==> src/rtl/filter_select_ctrl_if.sv <==
`default_nettype none
// +--------------------------------------------------------------------------+
// | Module      : filter_select_ctrl_if                                      |
// | Description : Config-word valid/ready bus between the selection          |
// |               controller and the filter/coefficient datapath.            |
// | Revision    : 1.0 - initial release                                      |
// +--------------------------------------------------------------------------+
interface filter_select_ctrl_if;
    logic       cfg_valid;
    logic       cfg_ready;
    logic [1:0] cfg_field;
    logic [2:0] cfg_value;

    modport master (
        output cfg_valid,
        output cfg_field,
        output cfg_value,
        input  cfg_ready
    );

    modport slave (
        input  cfg_valid,
        input  cfg_field,
        input  cfg_value,
        output cfg_ready
    );
endinterface
`default_nettype wire

==> src/rtl/filter_select_ctrl.sv <==
`default_nettype none
// +--------------------------------------------------------------------------+
// | Module      : filter_select_ctrl                                         |
// | Description : Synchronises/debounces a 4-bit button code, decodes it     |
// |               into EQ freq / lowpass / highpass selections and applies   |
// |               each change through a config handshake. Optional macro     |
// |               FILTER_CTRL_SOFT_MUTE_EN adds tick-timed mute/unmute waits.|
// | Revision    : 1.0 - initial release                                      |
// +--------------------------------------------------------------------------+
module filter_select_ctrl #(
    parameter int DEBOUNCE_CYCLES = 50000,
    parameter int CNT_W           = 16,
    parameter int MUTE_SAMPLES    = 4
) (
    input  wire logic             clk,
    input  wire logic             reset,
    input  wire logic [3:0]       buttons,
    input  wire logic             sample_tick,
    filter_select_ctrl_if.master  cfg,
    output logic      [2:0]       freq_select,
    output logic      [2:0]       lowpass_select,
    output logic      [2:0]       highpass_select,
    output logic                  mute,
    output logic                  busy
);

    localparam logic [CNT_W-1:0] c_CNT_MAX    = CNT_W'(DEBOUNCE_CYCLES - 1);
    localparam logic [1:0]       c_FIELD_FREQ = 2'b00;
    localparam logic [1:0]       c_FIELD_LP   = 2'b01;
    localparam logic [1:0]       c_FIELD_HP   = 2'b10;
    localparam logic [3:0]       c_RST_CODE   = 4'd5;

`ifdef FILTER_CTRL_SOFT_MUTE_EN
    localparam int                c_TICK_W    = (MUTE_SAMPLES > 1) ? $clog2(MUTE_SAMPLES) : 1;
    localparam logic [c_TICK_W-1:0] c_TICK_LAST = c_TICK_W'(MUTE_SAMPLES - 1);
`else
    localparam int c_unused_mute_samples = MUTE_SAMPLES;
    logic          w_unused_tick;
    assign w_unused_tick = sample_tick;
`endif

    typedef enum logic [1:0] {
        ST_IDLE        = 2'd0,
`ifdef FILTER_CTRL_SOFT_MUTE_EN
        ST_MUTE_WAIT   = 2'd1,
        ST_UNMUTE_WAIT = 2'd3,
`endif
        ST_LOAD        = 2'd2
    } state_t;

    // Synchroniser and debounce
    logic [3:0]       sync1_q;
    logic [3:0]       sync2_q;
    logic [3:0]       cand_q;
    logic [3:0]       last_q;
    logic [CNT_W-1:0] cnt_q;
    logic             w_commit;
    logic [1:0]       w_commit_field;
    logic [2:0]       w_commit_value;

    always_ff @(posedge clk) begin
        if (reset) begin
            sync1_q <= '0;
            sync2_q <= '0;
            cand_q  <= c_RST_CODE;
            cnt_q   <= '0;
            last_q  <= c_RST_CODE;
        end else begin
            sync1_q <= buttons;
            sync2_q <= sync1_q;
            if (sync2_q != cand_q) begin
                cand_q <= sync2_q;
                cnt_q  <= '0;
            end else if (cnt_q < c_CNT_MAX) begin
                cnt_q <= cnt_q + CNT_W'(1);
            end
            if (w_commit) begin
                last_q <= cand_q;
            end
        end
    end

    // Saturating counter plus last_q compare makes a held code commit once
    assign w_commit = (sync2_q == cand_q) && (cnt_q == c_CNT_MAX) && (cand_q != last_q);

    always_comb begin
        w_commit_field = c_FIELD_FREQ;
        w_commit_value = cand_q[2:0];
        if (cand_q[3]) begin
            w_commit_field = cand_q[2] ? c_FIELD_HP : c_FIELD_LP;
            w_commit_value = {1'b0, cand_q[1:0]};
        end
    end

    // Sequencer state
    state_t     state_q;
    logic       valid_q;
    logic [1:0] field_q;
    logic [2:0] value_q;
    logic [2:0] freq_q;
    logic [2:0] lp_q;
    logic [2:0] hp_q;
    logic       mute_q;
    logic       busy_q;
    logic       pend_q;
    logic [1:0] pend_field_q;
    logic [2:0] pend_value_q;
`ifdef FILTER_CTRL_SOFT_MUTE_EN
    logic [c_TICK_W-1:0] tick_cnt_q;
`endif

    // A fresh commit is newer than any pending entry, so it takes priority
    logic       w_req;
    logic [1:0] w_req_field;
    logic [2:0] w_req_value;
    logic [2:0] w_cur_sel;

    assign w_req       = w_commit || pend_q;
    assign w_req_field = w_commit ? w_commit_field : pend_field_q;
    assign w_req_value = w_commit ? w_commit_value : pend_value_q;

    always_comb begin
        w_cur_sel = freq_q;
        case (w_req_field)
            c_FIELD_LP: w_cur_sel = lp_q;
            c_FIELD_HP: w_cur_sel = hp_q;
            default:    w_cur_sel = freq_q;
        endcase
    end

    always_ff @(posedge clk) begin
        if (reset) begin
            state_q      <= ST_IDLE;
            valid_q      <= 1'b0;
            field_q      <= '0;
            value_q      <= '0;
            freq_q       <= 3'd5;
            lp_q         <= '0;
            hp_q         <= '0;
            mute_q       <= 1'b0;
            busy_q       <= 1'b0;
            pend_q       <= 1'b0;
            pend_field_q <= '0;
            pend_value_q <= '0;
`ifdef FILTER_CTRL_SOFT_MUTE_EN
            tick_cnt_q   <= '0;
`endif
        end else begin
            case (state_q)
                ST_IDLE: begin
                    if (w_req) begin
                        pend_q <= 1'b0;
                        if (w_req_value != w_cur_sel) begin
                            field_q <= w_req_field;
                            value_q <= w_req_value;
                            busy_q  <= 1'b1;
`ifdef FILTER_CTRL_SOFT_MUTE_EN
                            state_q    <= ST_MUTE_WAIT;
                            mute_q     <= 1'b1;
                            tick_cnt_q <= '0;
`else
                            state_q    <= ST_LOAD;
                            valid_q    <= 1'b1;
`endif
                        end
                    end
                end
`ifdef FILTER_CTRL_SOFT_MUTE_EN
                ST_MUTE_WAIT: begin
                    if (sample_tick) begin
                        if (tick_cnt_q == c_TICK_LAST) begin
                            tick_cnt_q <= '0;
                            state_q    <= ST_LOAD;
                            valid_q    <= 1'b1;
                        end else begin
                            tick_cnt_q <= tick_cnt_q + c_TICK_W'(1);
                        end
                    end
                end
                ST_UNMUTE_WAIT: begin
                    if (sample_tick) begin
                        if (tick_cnt_q == c_TICK_LAST) begin
                            tick_cnt_q <= '0;
                            state_q    <= ST_IDLE;
                            mute_q     <= 1'b0;
                            busy_q     <= 1'b0;
                        end else begin
                            tick_cnt_q <= tick_cnt_q + c_TICK_W'(1);
                        end
                    end
                end
`endif
                ST_LOAD: begin
                    if (valid_q && cfg.cfg_ready) begin
                        case (field_q)
                            c_FIELD_LP: lp_q   <= value_q;
                            c_FIELD_HP: hp_q   <= value_q;
                            default:    freq_q <= value_q;
                        endcase
                        valid_q <= 1'b0;
`ifdef FILTER_CTRL_SOFT_MUTE_EN
                        state_q    <= ST_UNMUTE_WAIT;
                        tick_cnt_q <= '0;
`else
                        state_q    <= ST_IDLE;
                        busy_q     <= 1'b0;
`endif
                    end
                end
                default: begin
                    state_q <= ST_IDLE;
                end
            endcase

            // Commits arriving mid-sequence park here, latest overwrites
            if (w_commit && (state_q != ST_IDLE)) begin
                pend_q       <= 1'b1;
                pend_field_q <= w_commit_field;
                pend_value_q <= w_commit_value;
            end
        end
    end

    assign cfg.cfg_valid    = valid_q;
    assign cfg.cfg_field    = field_q;
    assign cfg.cfg_value    = value_q;
    assign freq_select      = freq_q;
    assign lowpass_select   = lp_q;
    assign highpass_select  = hp_q;
    assign mute             = mute_q;
    assign busy             = busy_q;

endmodule
`default_nettype wire

==> src/flat_wrapper.sv <==
// flat-port wrapper written by rule: the top's interface ports become plain ports
module filter_select_ctrl_flat 
#(
    parameter int DEBOUNCE_CYCLES = 50000,
    parameter int CNT_W           = 16,
    parameter int MUTE_SAMPLES    = 4
)
  (clk, reset, buttons, sample_tick, freq_select, lowpass_select, highpass_select, mute, busy, cfg_cfg_valid, cfg_cfg_field, cfg_cfg_value, cfg_cfg_ready);
  filter_select_ctrl_if cfg_i ();
  input  wire logic clk;
  input  wire logic reset;
  input  wire logic [3:0] buttons;
  input  wire logic sample_tick;
  output logic      [2:0] freq_select;
  output logic      [2:0] lowpass_select;
  output logic      [2:0] highpass_select;
  output logic mute;
  output logic busy;
  output wire logic [$bits(cfg_i.cfg_valid)-1:0] cfg_cfg_valid;
  output wire logic [$bits(cfg_i.cfg_field)-1:0] cfg_cfg_field;
  output wire logic [$bits(cfg_i.cfg_value)-1:0] cfg_cfg_value;
  input wire logic [$bits(cfg_i.cfg_ready)-1:0] cfg_cfg_ready;
  assign cfg_cfg_valid = cfg_i.cfg_valid;
  assign cfg_cfg_field = cfg_i.cfg_field;
  assign cfg_cfg_value = cfg_i.cfg_value;
  assign cfg_i.cfg_ready = cfg_cfg_ready;
  filter_select_ctrl #(.DEBOUNCE_CYCLES(DEBOUNCE_CYCLES), .CNT_W(CNT_W), .MUTE_SAMPLES(MUTE_SAMPLES)) u_core (.clk(clk), .reset(reset), .buttons(buttons), .sample_tick(sample_tick), .cfg(cfg_i), .freq_select(freq_select), .lowpass_select(lowpass_select), .highpass_select(highpass_select), .mute(mute), .busy(busy));
endmodule
==> config.mk <==
export PLATFORM = sky130hd
export DESIGN_NAME = filter_select_ctrl_flat
export DESIGN_NICKNAME = d
export VERILOG_FILES = /design/src/rtl/filter_select_ctrl_if.sv /design/src/rtl/filter_select_ctrl.sv /design/src/flat_wrapper.sv
export SDC_FILE = /design/constraint.sdc
export NUM_CORES = 1
export LEC_CHECK = 0
export CAP_MARGIN = 20
export CORE_MARGIN = 2
export CORE_UTILIZATION = 35
export CTS_BUF_LIST = sky130_fd_sc_hd__clkbuf_8 sky130_fd_sc_hd__clkbuf_16
export CTS_CLUSTER_SIZE = 8
export DETAILED_ROUTE_END_ITERATION = 10
export HOLD_SLACK_MARGIN = 0.05
export REMOVE_ABC_BUFFERS = 1
export SLEW_MARGIN = 20
export SYNTH_ARGS = -nofsm -noshare
export SYNTH_HDL_FRONTEND = slang
export SYNTH_SLANG_ARGS = --single-unit
==> constraint.sdc <==
create_clock -name clk -period 7.04 [get_ports clk]
set_input_delay 1.408 -clock clk [delete_from_list [all_inputs] [get_ports clk]]
set_output_delay 1.408 -clock clk [all_outputs]
set_load 0.02 [all_outputs]
Figure 1. Clock nets.
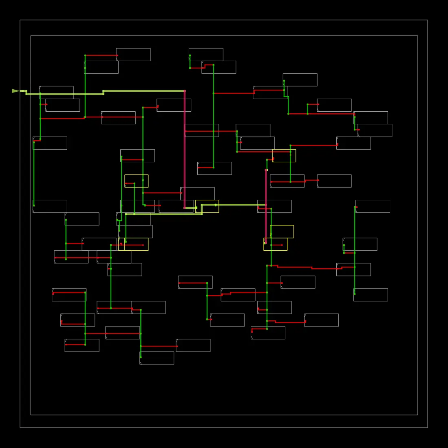
Max Clock Skew: 0.008565 ns
clock network latency to the later pin of the worst-skew pair: 0.30 ns
count of clock buffers in the final design: 6

Figure 2. Where the registers sit.
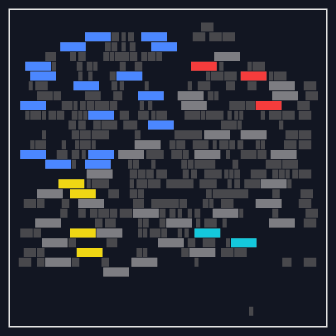
legend:
  `u_core.sync2_q`:
    color: yellow
    placed_flops: 4
  `u_core.lowpass_select`:
    color: red
    placed_flops: 3
  `u_core.pend_field_q`:
    color: cyan
    placed_flops: 2
  `u_core.cnt_q`:
    color: blue
    placed_flops: 16
not colored: 28

==> summary.txt <==
Synthesis and PnR results.

- Once the floorplan was initialized, standard cells occupied 36.08% of the core.
- Detailed routing placed a total of 160 um of wire on met3.
- The final timing report lists a max-slew violation count of 0.
- The final total power is 495.8 uW.
- The number of different library cells used by synthesis comes to 42.
- The flow ran to the end, and the final reports show no timing, DRC or antenna violations.
- The share of synthesized registers carrying an async set or reset reads 0%.
- The dominant kind of cell by area reads logic gates.
- Post-CTS repair ended up resizing 0 cells.
- The number of enable flip-flop cells reads 0.
- The path class of the lowest-slack min-delay path is reg2reg.
- The total of endpoints with negative setup slack in the final report reads 0.
- Among all cell types in the netlist, the one instantiated most often is dfxtp_1.
- Registers take 1061 um2.
- The multi-input logic cell count is 192.
- The design received a total of 96 well taps at floorplan.
- The summed negative setup slack over all endpoints reads 0 ns.
- The register clock-pin slew on the reported worst setup and hold paths is 0.09 ns.
- The final global-route overflow total reads 0.
- In this run the core area contains 30 standard-cell rows.
- dfxtp_1 takes more of the synthesized area than any other cell.
- The synthesized netlist has a Yosys-reported chip area of 2451 um2.
- The delay of the slowest cell on the worst path reads 0.58 ns.
- The worst-case max-slew headroom was logged as 61.32%.
Figure 3. Close-up of the layout.
Window x 0 to 50, y 38 to 88 um. Cells in gray, sequential cells in the stronger gray; small squares are vias.
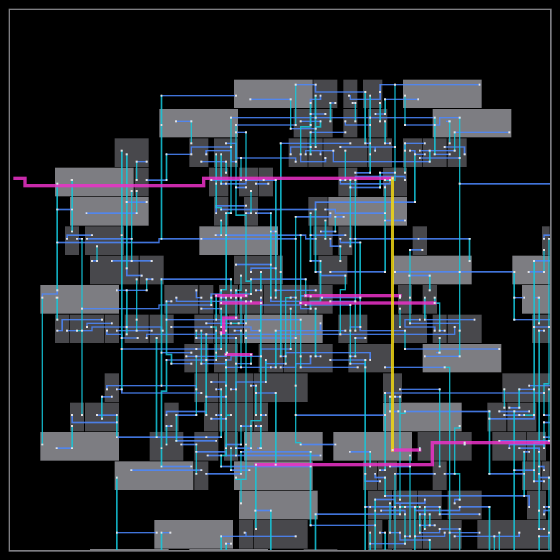
legend:
  M3:
    color: magenta
  M4:
    color: yellow
  M2:
    color: cyan
  M1:
    color: blue
sequential cells in the window: 20
netlist names of flops here include: `u_core.cnt_q` (16), `u_core.last_q` (2)
most frequent: dfxtp_1 (20), nor2_1 (15), nand2_1 (10)
cells with their middle in the window: 117

Figure 4. Selected gate families.
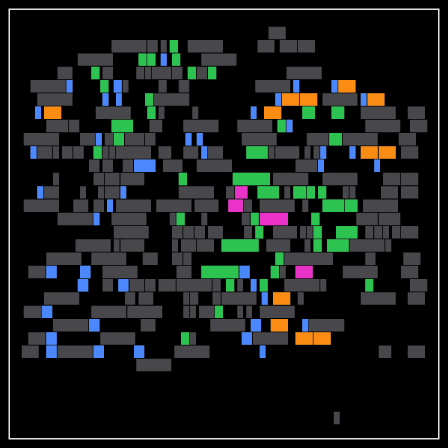
legend:
  non-inverting ao/oa cells:
    color: magenta
    cells: 4
    where: center
  aoi and oai cells:
    color: green
    cells: 43
    most_used: a21oi_1
  mux cells:
    color: orange
    cells: 12
    most_used: mux2i_1
  nor cells:
    color: blue
    cells: 43
    most_used: nor2_1
most common cell after layout, fill and taps aside: dfxtp_1
Finished Layout Cells: 384

==> power breakdown <==
part | internal [mW] | switching [mW] | leakage, nW
clock | 0.0768 | 0.0930 | 0.0485
sequential | 0.303 | 0.00272 | 0.430
combinational | 0.00892 | 0.0112 | 0.561
total | 0.389 | 0.107 | 1.04
==> final timing paths <==
check,cells after the start,startpoint,to
worst min register to register,1,u_core.sync1_q[2],u_core.sync2_q[2]
worst max register to register,12,u_core.cnt_q[10],u_core.cfg.cfg_field[0]
worst min-delay path,1,u_core.sync1_q[2],u_core.sync2_q[2]
worst max-delay path,12,u_core.cnt_q[10],u_core.cfg.cfg_field[0]
Power figures rest on the tool's default switching activity, not on a simulated workload.
